`src/rtl/comp_mult_job_ctrl.sv`:
```
// Job sequencer for the complex-multiplier register file: queues descriptors, programs, starts and polls each job.
// Optional POLL-latency capture on last_lat is enabled with `define COMP_MULT_JOB_LAT_EN.
module comp_mult_job_ctrl #(
    parameter int                SYS_AW     = 32,
    parameter int                REG_DW     = 32,
    parameter logic [SYS_AW-1:0] RF_BADDR   = '0,
    parameter int                FIFO_DEPTH = 4,
    parameter int                CNT_W      = 16
) (
    input  logic              clk,
    input  logic              sw_rst,
    input  logic              job_val,
    output logic              job_rdy,
    input  logic [SYS_AW-1:0] job_op1_addr,
    input  logic [SYS_AW-1:0] job_op2_addr,
    input  logic [SYS_AW-1:0] job_res_addr,
    input  logic [REG_DW-1:0] job_no_op,
    output logic [SYS_AW-1:0] rf_addr,
    output logic              rf_wr,
    output logic [REG_DW-1:0] rf_cfg,
    input  logic [REG_DW-1:0] rf_sts,
    output logic              busy,
    output logic              done_pulse,
    output logic [CNT_W-1:0]  jobs_done,
    output logic [CNT_W-1:0]  jobs_skipped,
    output logic [REG_DW-1:0] last_lat
);

    localparam int PW = $clog2(FIFO_DEPTH);

    typedef enum logic [2:0] {
        ST_IDLE,
        ST_WR_OP1,
        ST_WR_OP2,
        ST_WR_RES,
        ST_WR_NOP,
        ST_WR_START,
        ST_POLL,
        ST_CLR_STS
    } state_t;

    function automatic logic [REG_DW-1:0] addr_to_cfg(input logic [SYS_AW-1:0] a);
        return REG_DW'(a);
    endfunction

    function automatic logic [SYS_AW-1:0] rf_reg(input int unsigned idx);
        return RF_BADDR + SYS_AW'(idx);
    endfunction

    state_t            state_q;
    logic [SYS_AW-1:0] cur_op1_q;
    logic [SYS_AW-1:0] cur_op2_q;
    logic [SYS_AW-1:0] cur_res_q;
    logic [REG_DW-1:0] cur_no_op_q;
    logic [CNT_W-1:0]  jobs_done_q;
    logic [CNT_W-1:0]  jobs_skipped_q;

    // Job queue: one storage array per descriptor field, pointers carry an extra wrap bit.
    logic [SYS_AW-1:0] op1_mem [FIFO_DEPTH];
    logic [SYS_AW-1:0] op2_mem [FIFO_DEPTH];
    logic [SYS_AW-1:0] res_mem [FIFO_DEPTH];
    logic [REG_DW-1:0] nop_mem [FIFO_DEPTH];
    logic [PW:0]       wr_ptr_q;
    logic [PW:0]       rd_ptr_q;
    logic              fifo_empty;
    logic              fifo_full;
    logic              push;
    logic              pop;
    logic [SYS_AW-1:0] head_op1;
    logic [SYS_AW-1:0] head_op2;
    logic [SYS_AW-1:0] head_res;
    logic [REG_DW-1:0] head_no_op;

    assign fifo_empty = (wr_ptr_q == rd_ptr_q);
    assign fifo_full  = (wr_ptr_q[PW] != rd_ptr_q[PW]) &&
                        (wr_ptr_q[PW-1:0] == rd_ptr_q[PW-1:0]);
    assign push       = job_val & ~fifo_full;
    assign pop        = (state_q == ST_IDLE) & ~fifo_empty;

    assign head_op1   = op1_mem[rd_ptr_q[PW-1:0]];
    assign head_op2   = op2_mem[rd_ptr_q[PW-1:0]];
    assign head_res   = res_mem[rd_ptr_q[PW-1:0]];
    assign head_no_op = nop_mem[rd_ptr_q[PW-1:0]];

    always_ff @(posedge clk) begin
        if (push) begin
            op1_mem[wr_ptr_q[PW-1:0]] <= job_op1_addr;
            op2_mem[wr_ptr_q[PW-1:0]] <= job_op2_addr;
            res_mem[wr_ptr_q[PW-1:0]] <= job_res_addr;
            nop_mem[wr_ptr_q[PW-1:0]] <= job_no_op;
        end
    end

    always_ff @(posedge clk) begin
        if (sw_rst) begin
            wr_ptr_q <= '0;
            rd_ptr_q <= '0;
        end else begin
            if (push) wr_ptr_q <= wr_ptr_q + (PW+1)'(1);
            if (pop)  rd_ptr_q <= rd_ptr_q + (PW+1)'(1);
        end
    end

    // Sequencer: zero-op jobs are consumed in IDLE without touching the register bus.
    always_ff @(posedge clk) begin
        if (sw_rst) begin
            state_q        <= ST_IDLE;
            cur_op1_q      <= '0;
            cur_op2_q      <= '0;
            cur_res_q      <= '0;
            cur_no_op_q    <= '0;
            jobs_done_q    <= '0;
            jobs_skipped_q <= '0;
        end else begin
            case (state_q)
                ST_IDLE: begin
                    if (pop) begin
                        if (head_no_op == '0) begin
                            jobs_skipped_q <= jobs_skipped_q + CNT_W'(1);
                        end else begin
                            cur_op1_q   <= head_op1;
                            cur_op2_q   <= head_op2;
                            cur_res_q   <= head_res;
                            cur_no_op_q <= head_no_op;
                            state_q     <= ST_WR_OP1;
                        end
                    end
                end
                ST_WR_OP1:   state_q <= ST_WR_OP2;
                ST_WR_OP2:   state_q <= ST_WR_RES;
                ST_WR_RES:   state_q <= ST_WR_NOP;
                ST_WR_NOP:   state_q <= ST_WR_START;
                ST_WR_START: state_q <= ST_POLL;
                ST_POLL: begin
                    if (rf_sts[0]) state_q <= ST_CLR_STS;
                end
                ST_CLR_STS: begin
                    jobs_done_q <= jobs_done_q + CNT_W'(1);
                    state_q     <= ST_IDLE;
                end
                default: state_q <= ST_IDLE;
            endcase
        end
    end

    always_comb begin
        rf_wr   = 1'b0;
        rf_addr = rf_reg(5);
        rf_cfg  = '0;
        case (state_q)
            ST_WR_OP1: begin
                rf_wr   = 1'b1;
                rf_addr = rf_reg(0);
                rf_cfg  = addr_to_cfg(cur_op1_q);
            end
            ST_WR_OP2: begin
                rf_wr   = 1'b1;
                rf_addr = rf_reg(1);
                rf_cfg  = addr_to_cfg(cur_op2_q);
            end
            ST_WR_RES: begin
                rf_wr   = 1'b1;
                rf_addr = rf_reg(2);
                rf_cfg  = addr_to_cfg(cur_res_q);
            end
            ST_WR_NOP: begin
                rf_wr   = 1'b1;
                rf_addr = rf_reg(3);
                rf_cfg  = cur_no_op_q;
            end
            ST_WR_START: begin
                rf_wr   = 1'b1;
                rf_addr = rf_reg(4);
                rf_cfg  = REG_DW'(1);
            end
            ST_CLR_STS: begin
                rf_wr   = 1'b1;
                rf_addr = rf_reg(5);
                rf_cfg  = '0;
            end
            default: begin
                rf_wr   = 1'b0;
                rf_addr = rf_reg(5);
                rf_cfg  = '0;
            end
        endcase
    end

    assign job_rdy      = ~fifo_full;
    assign busy         = (state_q != ST_IDLE) | ~fifo_empty;
    assign done_pulse   = (state_q == ST_CLR_STS);
    assign jobs_done    = jobs_done_q;
    assign jobs_skipped = jobs_skipped_q;

    logic unused_sts;
    assign unused_sts = ^rf_sts[REG_DW-1:1];

`ifdef COMP_MULT_JOB_LAT_EN
    function automatic logic [REG_DW-1:0] sat_inc(input logic [REG_DW-1:0] v);
        return (&v) ? v : v + REG_DW'(1);
    endfunction

    logic [REG_DW-1:0] lat_cnt_q;
    logic [REG_DW-1:0] last_lat_q;

    // The capture includes the POLL cycle that saw done, so last_lat counts POLL cycles.
    always_ff @(posedge clk) begin
        if (sw_rst) begin
            lat_cnt_q  <= '0;
            last_lat_q <= '0;
        end else begin
            if (state_q == ST_WR_START) begin
                lat_cnt_q <= '0;
            end else if (state_q == ST_POLL) begin
                lat_cnt_q <= sat_inc(lat_cnt_q);
                if (rf_sts[0]) last_lat_q <= sat_inc(lat_cnt_q);
            end
        end
    end

    assign last_lat = last_lat_q;
`else
    assign last_lat = '0;
`endif

endmodule

```
`config.mk`:
```
export PLATFORM = sky130hd
export DESIGN_NAME = comp_mult_job_ctrl
export DESIGN_NICKNAME = d
export VERILOG_FILES = /design/src/rtl/comp_mult_job_ctrl.sv
export SDC_FILE = /design/constraint.sdc
export NUM_CORES = 1
export LEC_CHECK = 0
export CAP_MARGIN = 15
export CORE_ASPECT_RATIO = 1.75
export CORE_MARGIN = 2
export CORE_UTILIZATION = 51
export CTS_CLUSTER_DIAMETER = 40
export CTS_CLUSTER_SIZE = 8
export DETAILED_ROUTE_END_ITERATION = 7
export GPL_TIMING_DRIVEN = 0
export MAX_ROUTING_LAYER = met4
export PLACE_DENSITY = 0.82
export SKIP_CTS_REPAIR_TIMING = 1
export SLEW_MARGIN = 0
export SYNTH_ARGS = -nofsm -noshare
export SYNTH_HDL_FRONTEND = slang
export SYNTH_SLANG_ARGS = --single-unit
```
`constraint.sdc`:
```
create_clock -name clk -period 7.1 [get_ports clk]
set_input_delay 1.775 -clock clk [delete_from_list [all_inputs] [get_ports clk]]
set_output_delay 1.775 -clock clk [all_outputs]
set_load 0.1 [all_outputs]
```
==> job_summary.md, run 1 <==
### Flow metrics

| Metric | Value |
|---|---|
| Yosys reg bits | `683` |
| Final Worst Setup Slack | `1.197 ns` |
| ClkCell Share | `8.273%` |
| Initial antenna violation count | `4` |
| Top class by area | `flip-flops and latches` |
| Clock tree sinks | `683` |
| Status | `finished, final reports clean` |
| Antenna fix cells | `5` |
| Global-route wire length before repair | `97,570 um` |
| Cell type with the largest total area | `edfxtp_1` |
| Signal buf overhead | `9.534%` |
| Final hold violation count | `0` |
| Peak Freq | `169.4 MHz` |
| Slowest cell on the critical path | `clkdlybuf4s50_1` |
| CTS H-tree depth | `3` |
| Max-slew violations | `0` |
| Cell count in the Yosys report | `1,673` |
| Worst clock skew | `0.02955 ns` |
| P&R area growth vs syn | `22.57%` |
| First-pass iteration count of the detailed router | `6` |
| IO Pins | `295` |
| CP most frequent cell | `nand2_1` |
-- run 1: placed cells by master, fill, tap and decap left out, types with 43 or more instances in the layout --
cell             count
dfxtp_1            171
edfxtp_1           512
a22oi_1             62
clkdlybuf4s50_1    202
buf_4               66
conb_1              61
nand2_1            304
nor2_1              43
mux4_2             128
clkbuf_1           118
mux2i_1            130
clkbuf_16           96
-- run 1: metrics by stage --
stage	total power, mW	utilization (%)
2_1_floorplan	7.376	-
3_3_place_gp	8.300	57.37
3_5_place_dp	8.354	57.81
4_1_cts	12.50	63.03
5_1_grt	12.85	63.05
6_report	12.45	63.05
-- run 1: cell usage after synthesis, types with 3 or more instances --
cell type	instances
nor2_1	43
edfxtp_1	512
and3_1	3
nor4_1	12
mux4_2	128
dfxtp_1	171
xor2_1	8
nand4_1	14
nor2b_1	13
buf_6	7
inv_1	7
xnor2_1	14
clkbuf_1	63
a21oi_1	8
ha_1	7
buf_4	66
buf_1	15
nand2_1	304
mux2_2	14
mux2i_1	130
buf_2	6
or2_2	4
nand3_1	10
a22oi_1	62
or3_1	4
nor3_1	12
nor4_2	6
and4_1	4
o21ai_0	4
and2_1	4
-- run 1: cell families after synthesis --
family / Yosys count / synth area share [%]
multiplexers: 272 / 16.16
buffers and inverters: 165 / 3.451
AND-OR/OR-AND: 84 / 2.231
AND/OR/NAND/NOR: 439 / 7.121
other: 1 / 0.01396
adder cells (fa/ha/maj): 7 / 0.3260
flip-flops: 683 / 69.98
XOR/XNOR: 22 / 0.7173
-- run 1: critical path: cells and delay by family, from the launching register on --
kind | cells | cell delay [ns]
flip-flops | 1 | 0.40
buffers and inverters | 3 | 2.02
AND/OR/NAND/NOR | 3 | 0.81
AND-OR/OR-AND | 1 | 0.26
-- run 1: state kept, by name, summed over array words and instances, names as in the netlist, named ones only --
| name | flops |
|---|---|
| cur_op1_q | 32 |
| cur_no_op_q | 32 |
| jobs_done | 16 |
| nop_mem | 128 |
| wr_ptr_q | 3 |
| rd_ptr_q | 3 |
| cur_res_q | 32 |
| cur_op2_q | 32 |
| state_q | 3 |
| op1_mem | 128 |
| res_mem | 128 |
| jobs_skipped | 16 |
| op2_mem | 128 |
-- run 1: path summary, 6_finish.rpt --
| check | from | endpoint | slack (ns) | depth (start not counted) |
|---|---|---|---|---|
| max | state_q[0]$_SDFFE_PP0P_ | rf_cfg[12] | 1.20 | 7 |
| min | cur_op1_q[9]$_SDFFE_PP0P_ | cur_op1_q[9]$_SDFFE_PP0P_ | 0.46 | 2 |
| max reg2reg | flop | cur_op1_q[31]$_SDFFE_PP0P_ | 3.45 | 8 |
| min reg2reg | cur_op1_q[9]$_SDFFE_PP0P_ | cur_op1_q[9]$_SDFFE_PP0P_ | 0.46 | 2 |
-- run 1: power by group --
group	internal (mW)	total, mW	switching, mW
clock network	2.53	4.13	1.60
registers	4.81	5.13	0.316
logic	1.17	3.19	2.02
-- run 1: layer usage --
metal  GRT usage [%]  wire length (um)
met5               -                 0
met3           6.173              5427
met2           43.40             35410
met4           12.22              3217
met1           27.30             22790
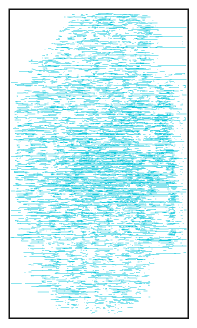
**Above:** run 1 (metal 1).
Drawn at 1 px/um.
longest straight run: 92.5 um
main direction: horizontal
wire length on this layer: 22.8 mm

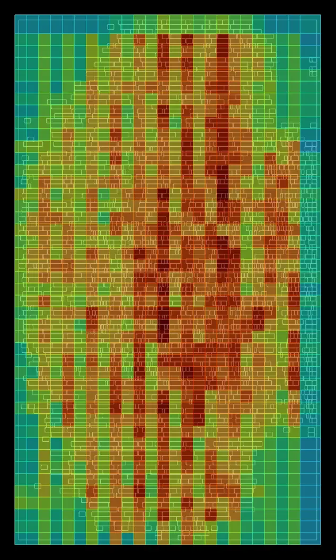
**Above:** run 1 (routing congestion map).
Wirelength per Cell: 24.01 um
grt met1 use: 27.30%
GR Util met2: 43.40%
Top Usage Layer GRT: met2

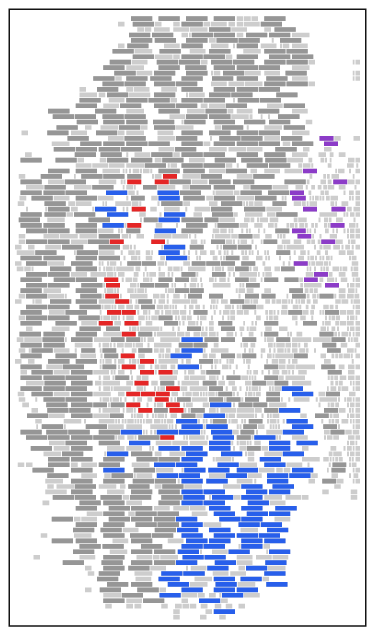
**Above:** run 1 (where the registers sit).
Drawn at 2 px/um. Other sequential cells in the stronger gray, the rest of the logic in the fainter gray.
[blue] op2_mem | sequential cells: 128
[purple] jobs_skipped | sequential cells: 16
[red] cur_op1_q | sequential cells: 32
not colored: 507
register cell area after layout: 18,800 sq um
post-layout util: 63.05%

==> run 2: changes to the inputs <==
- clock period: 7.1 -> 6.1 ns (I/O delays scaled with it)
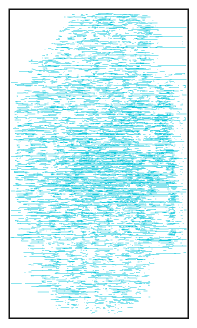
**Above:** run 2 (metal 1).
Drawn at 1 px/um.
wire length on this layer: 22.8 mm
share of all routed wire: 34%
nets with wire on the layer: 1,991
main direction: horizontal
Routed Wire Length: 66,850 um
vias: 15,750

==> run 2 against run 1 <==
  * Via count did not move
  * Clock power grew 16%
  * Die size unchanged
  * Register-to-register slack got worse by 1.0 ns
  * Utilization unchanged
  * Sequential share of layout area is the same
  * Flip-flop count unchanged
==> job_summary.md, run 2 <==
### Flow metrics

| Metric | Value |
|---|---|
| Status | `finished, final reports clean` |
| Yosys xor share | `0.7173% (unchanged)` |
| CTS H-tree depth | `3 (unchanged)` |
| And+or+nand+nor area frac | `7.122% (unchanged)` |
| Power Total | `14.49 mW (+16%)` |
| Comb pwr share | `25.6% (about the same)` |
| P&R area growth vs syn | `22.57% (unchanged)` |
| Top logic family | `multiplexers` |
| Most numerous logic cells after layout | `edfxtp_1, nand2_1, clkdlybuf4s50_1` |
| Final Worst Setup Slack | `0.4470 ns (-0.7500 ns)` |
| Crit path launch | `state_q[0]$_SDFFE_PP0P_` |
| Clock power frac | `33.2% (about the same)` |
| Post-synthesis mux area share | `16.16% (unchanged)` |
| Wirelength per Cell | `24.01 um (unchanged)` |
| Reg2Reg Setup Slack | `2.45 ns (-1.00 ns)` |
| Worst clock skew | `0.02955 ns (unchanged)` |
| Switching Fraction | `31.65% (about the same)` |
| Hold Path Stages | `2 (unchanged)` |
| R2R depth | `8 (unchanged)` |
| Global-route wire length before repair | `97,570 um (unchanged)` |
| Reg2reg end | `cur_op1_q[31]$_SDFFE_PP0P_` |
| Fa+ha+maj area frac | `0.3260% (unchanged)` |
| Sw Pwr | `4.585 mW (+16%)` |
| Cell count in the Yosys report | `1,673 (unchanged)` |
| IO Pins | `295 (unchanged)` |
| Clock tree sinks | `683 (unchanged)` |
| Final hold violation count | `0 (unchanged)` |
| Compound Share, Synth | `2.231% (unchanged)` |
| Initial antenna violation count | `4 (unchanged)` |
| Max-slew violations | `0 (unchanged)` |
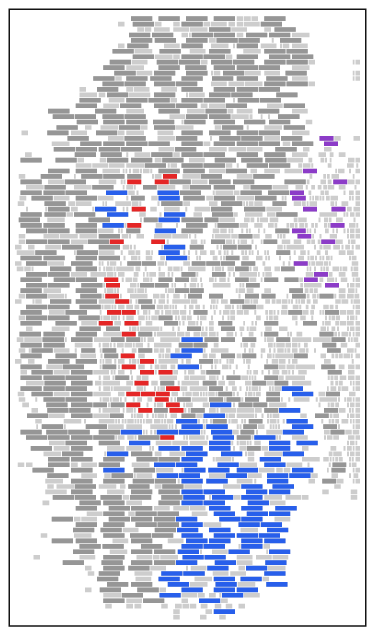
**Above:** run 2 (where the registers sit).
Drawn at 2 px/um. Other sequential cells in the stronger gray, the rest of the logic in the fainter gray.
[purple] jobs_skipped | sequential cells: 16
[red] cur_op1_q | sequential cells: 32
[blue] op2_mem | sequential cells: 128
not colored: 507
Seq/total area: 57.09%
P_seq: 5.97 mW

==> run 2: routing by layer <==
layer | wire length, um | track usage, % | part of all wire, % | vias up
met5 | 0 | - | 0 | -
met3 | 5427 | 6.173 | 8.1 | 161
met1 | 22790 | 27.30 | 34 | 7849
met4 | 3217 | 12.22 | 4.8 | 0
met2 | 35410 | 43.40 | 53 | 768
li1 | - | - | - | 6972
==> run 2: power groups by stage <==
stage	Sequential [mW]	Combinational, mW	Clock (mW)
5_1_grt	5.99	3.89	5.07
6_report	5.97	3.71	4.81
2_1_floorplan	5.88	2.71	0
3_5_place_dp	6.03	3.69	0
3_3_place_gp	6.05	3.61	0
4_1_cts	5.95	3.72	4.87
==> run 2: worst max-delay path, stage by stage (launching register included) <==
cell	delay, ns
dfxtp_1	0.40
buf_1	0.40
nand2_1	0.16
nor2_1	0.40
clkbuf_1	0.44
a22oi_1	0.26
nand2_1	0.25
clkdlybuf4s50_1	1.18
==> run 2: kinds of logic (layout without fill, tap and decap cells) <==
group | Yosys count | after routing
flip-flops | 683 | 683
AND/OR/NAND/NOR | 439 | 439
multiplexers | 272 | 272
buffers and inverters | 165 | 533
AND-OR/OR-AND | 84 | 84
XOR/XNOR | 22 | 22
adder cells (fa/ha/maj) | 7 | 7
other | 1 | 66
==> run 2: worst min path at each step <==
stage / from / to
after floorplan: cur_no_op_q[10]$_SDFFE_PP0P_ / cur_no_op_q[10]$_SDFFE_PP0P_
after global placement: cur_no_op_q[18]$_SDFFE_PP0P_ / cur_no_op_q[18]$_SDFFE_PP0P_
after detailed placement: cur_no_op_q[24]$_SDFFE_PP0P_ / cur_no_op_q[24]$_SDFFE_PP0P_
after CTS: cur_no_op_q[25]$_SDFFE_PP0P_ / cur_no_op_q[25]$_SDFFE_PP0P_
after global routing: cur_no_op_q[22]$_SDFFE_PP0P_ / cur_no_op_q[22]$_SDFFE_PP0P_
final: cur_op1_q[9]$_SDFFE_PP0P_ / cur_op1_q[9]$_SDFFE_PP0P_
==> run 2: cell type report <==
cell class	count	area share, %
sequential	683	57.09
multi-input combinational	885	22.39
clock buffer	151	7.923
timing repair buffer	210	6.810
buffer	157	2.725
tap	678	2.576
clock inverter	7	0.3496
inverter	8	0.09120
antenna	5	0.03800
==> run 3: changes to the inputs <==
- CTS_CLUSTER_DIAMETER: 40 -> 30
- SETUP_SLACK_MARGIN: default -> 0.05
- clock period: 6.1 -> 6.4 ns (I/O delays scaled with it)
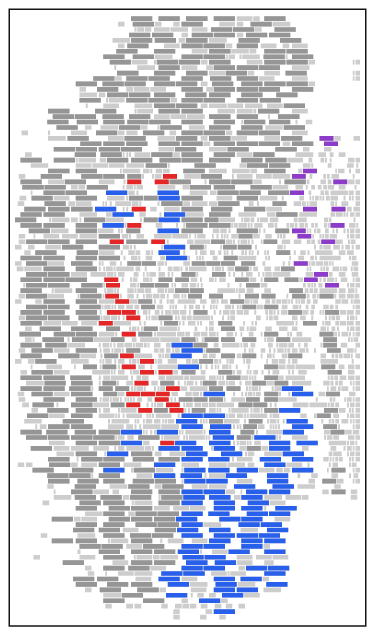
**Above:** run 3 (where the registers sit).
Drawn at 2 px/um. Other sequential cells in the stronger gray, the rest of the logic in the fainter gray.
[blue] op2_mem | sequential cells: 128
[red] cur_op1_q | sequential cells: 32
[purple] jobs_skipped | sequential cells: 16
not colored: 507
post-layout util: 63.60%
Seq/total area: 56.60%
P_seq: 5.70 mW

==> run 3 against run 2 <==
  * Clock skew up 0.0014 ns
  * Via count up 1.5%
  * Critical path depth unchanged
  * Clock power up 2%
  * Synthesized cell count unchanged
  * Power down 2.2%
  * Routed wire length up 2.8%
  * Largest cell class unchanged
  * Flip-flop count unchanged
  * Utilization up 0.54 points
  * Worst setup slack better by 0.23 ns
  * Critical endpoint unchanged
  * Worst hold slack about the same
==> job_summary.md, run 3 <==
### Flow metrics

| Metric | Value |
|---|---|
| Status | `finished, final reports clean` |
| Wirelength per Cell | `24.48 um (+2.0%)` |
| Final hold violation count | `0 (unchanged)` |
| Tightest Pin Transition | `1.130 ns` |
| Net count reported at finish | `2,217` |
| Hold Path Stages | `2 (unchanged)` |
| Cell count in the Yosys report | `1,673 (unchanged)` |
| MaxCap Viol Count | `0` |
| Worst clock skew | `0.03096 ns (+0.001409 ns)` |
| Synth top cells by count | `edfxtp_1, nand2_1, dfxtp_1` |
| Buffers added on ports | `202` |
| Routed Wire Length | `68,750 um (+2.8%)` |
| CTS H-tree depth | `3 (unchanged)` |
| Most numerous logic cells after layout | `edfxtp_1, nand2_1, clkdlybuf4s50_1` |
| Initial antenna violation count | `3 (-1)` |
| Post-synthesis cell area | `26,860 sq um` |
| R2R depth | `8 (unchanged)` |
| P&R area growth vs syn | `23.62%` |
| Global-route wire length before repair | `100,600 um (+3.1%)` |
| IO Pins | `295 (unchanged)` |
| Total global-route track usage | `26.02%` |
| Clock tree sinks | `683 (unchanged)` |
| CP Capture Type | `output pin` |
| Vias | `15,987 (+1.5%)` |
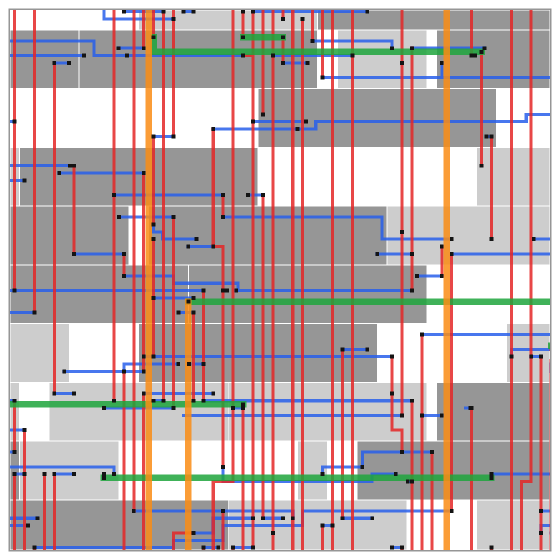
**Above:** run 3 (close-up of the layout).
Region (121, 218) to (146, 243) um. Cells in gray, sequential cells in the stronger gray; small squares are vias.
[orange] M4
[green] M3
[blue] M1
[red] M2
netlist names of flops here include: nop_mem (9), jobs_skipped (1)
cells with their middle in the window: 20
most frequent: edfxtp_1 (9), mux4_2 (3)
sequential cells in the window: 10

run 3: cell counts after synthesis:
No cell type changed its count.
run 3: critical path: stages, from the launching register on:
cell	delay, ns
dfxtp_1	0.40
buf_1	0.40
nand2_1	0.16
nor2_1	0.41
clkbuf_1	0.45
a22oi_1	0.26
nand2_1	0.24
clkdlybuf4s50_1	1.17
run 3: cell type report:
class,instances,area [sq um],share of cell area (%)
sequential,683,18800,56.60
multi-input combinational,885,7373,22.20
clock buffer,167,2869,8.639
timing repair buffer,210,2242,6.752
buffer,157,897.1,2.701
tap,678,848.3,2.554
clock inverter,16,141.4,0.4257
inverter,8,30.03,0.09042
antenna,4,10.01,0.03014
run 3: logic make-up (layout without fill, tap and decap cells):
family          Yosys count  count (layout)  share of synthesized area [%]
other cells               1              65                        0.01396
flops                   683             683                          69.98
buf+inv                 165             558                          3.451
simple gates            439             439                          7.121
fa+ha+maj                 7               7                         0.3260
xor+xnor                 22              22                         0.7173
compound gates           84              84                          2.231
mux                     272             272                          16.16
run 3: path summary, 6_finish.rpt:
path                                                     end  slack, ns
worst max register to register    cur_op1_q[11]$_SDFFE_PP0P_       2.63
worst min-delay path            cur_no_op_q[19]$_SDFFE_PP0P_       0.46
worst max-delay path                              rf_cfg[12]       0.68
worst min register to register  cur_no_op_q[19]$_SDFFE_PP0P_       0.46
run 3: per-stage QoR:
step | setup slack [ns] | hold WS, ns | total power [mW]
after floorplan | 0.8994 | 0.4344 | 8.182
after global placement | -1.929 | 0.4440 | 9.208
after detailed placement | 1.437 | 0.4481 | 9.268
after CTS | 0.7809 | 0.4601 | 14.22
after global routing | 0.5042 | 0.4774 | 14.61
final | 0.6807 | 0.4594 | 14.17
run 3: power breakdown:
| part | total, mW | internal, mW | switching [mW] |
|---|---|---|---|
| logic | 3.56 | 1.30 | 2.26 |
| registers | 5.70 | 5.34 | 0.356 |
| clock network | 4.92 | 3.07 | 1.85 |
| total | 14.2 | 9.71 | 4.47 |
run 3: per-layer routing:
| metal | up-vias | GRT usage [%] | routed length, um |
|---|---|---|---|
| li1 | 7002 | - | - |
| met1 | 8016 | 27.69 | 23090 |
| met2 | 794 | 45.48 | 36990 |
| met3 | 175 | 5.864 | 5479 |
| met4 | 0 | 12.30 | 3198 |
| met5 | - | - | 0 |
Power is estimated from default activity; no workload was simulated.
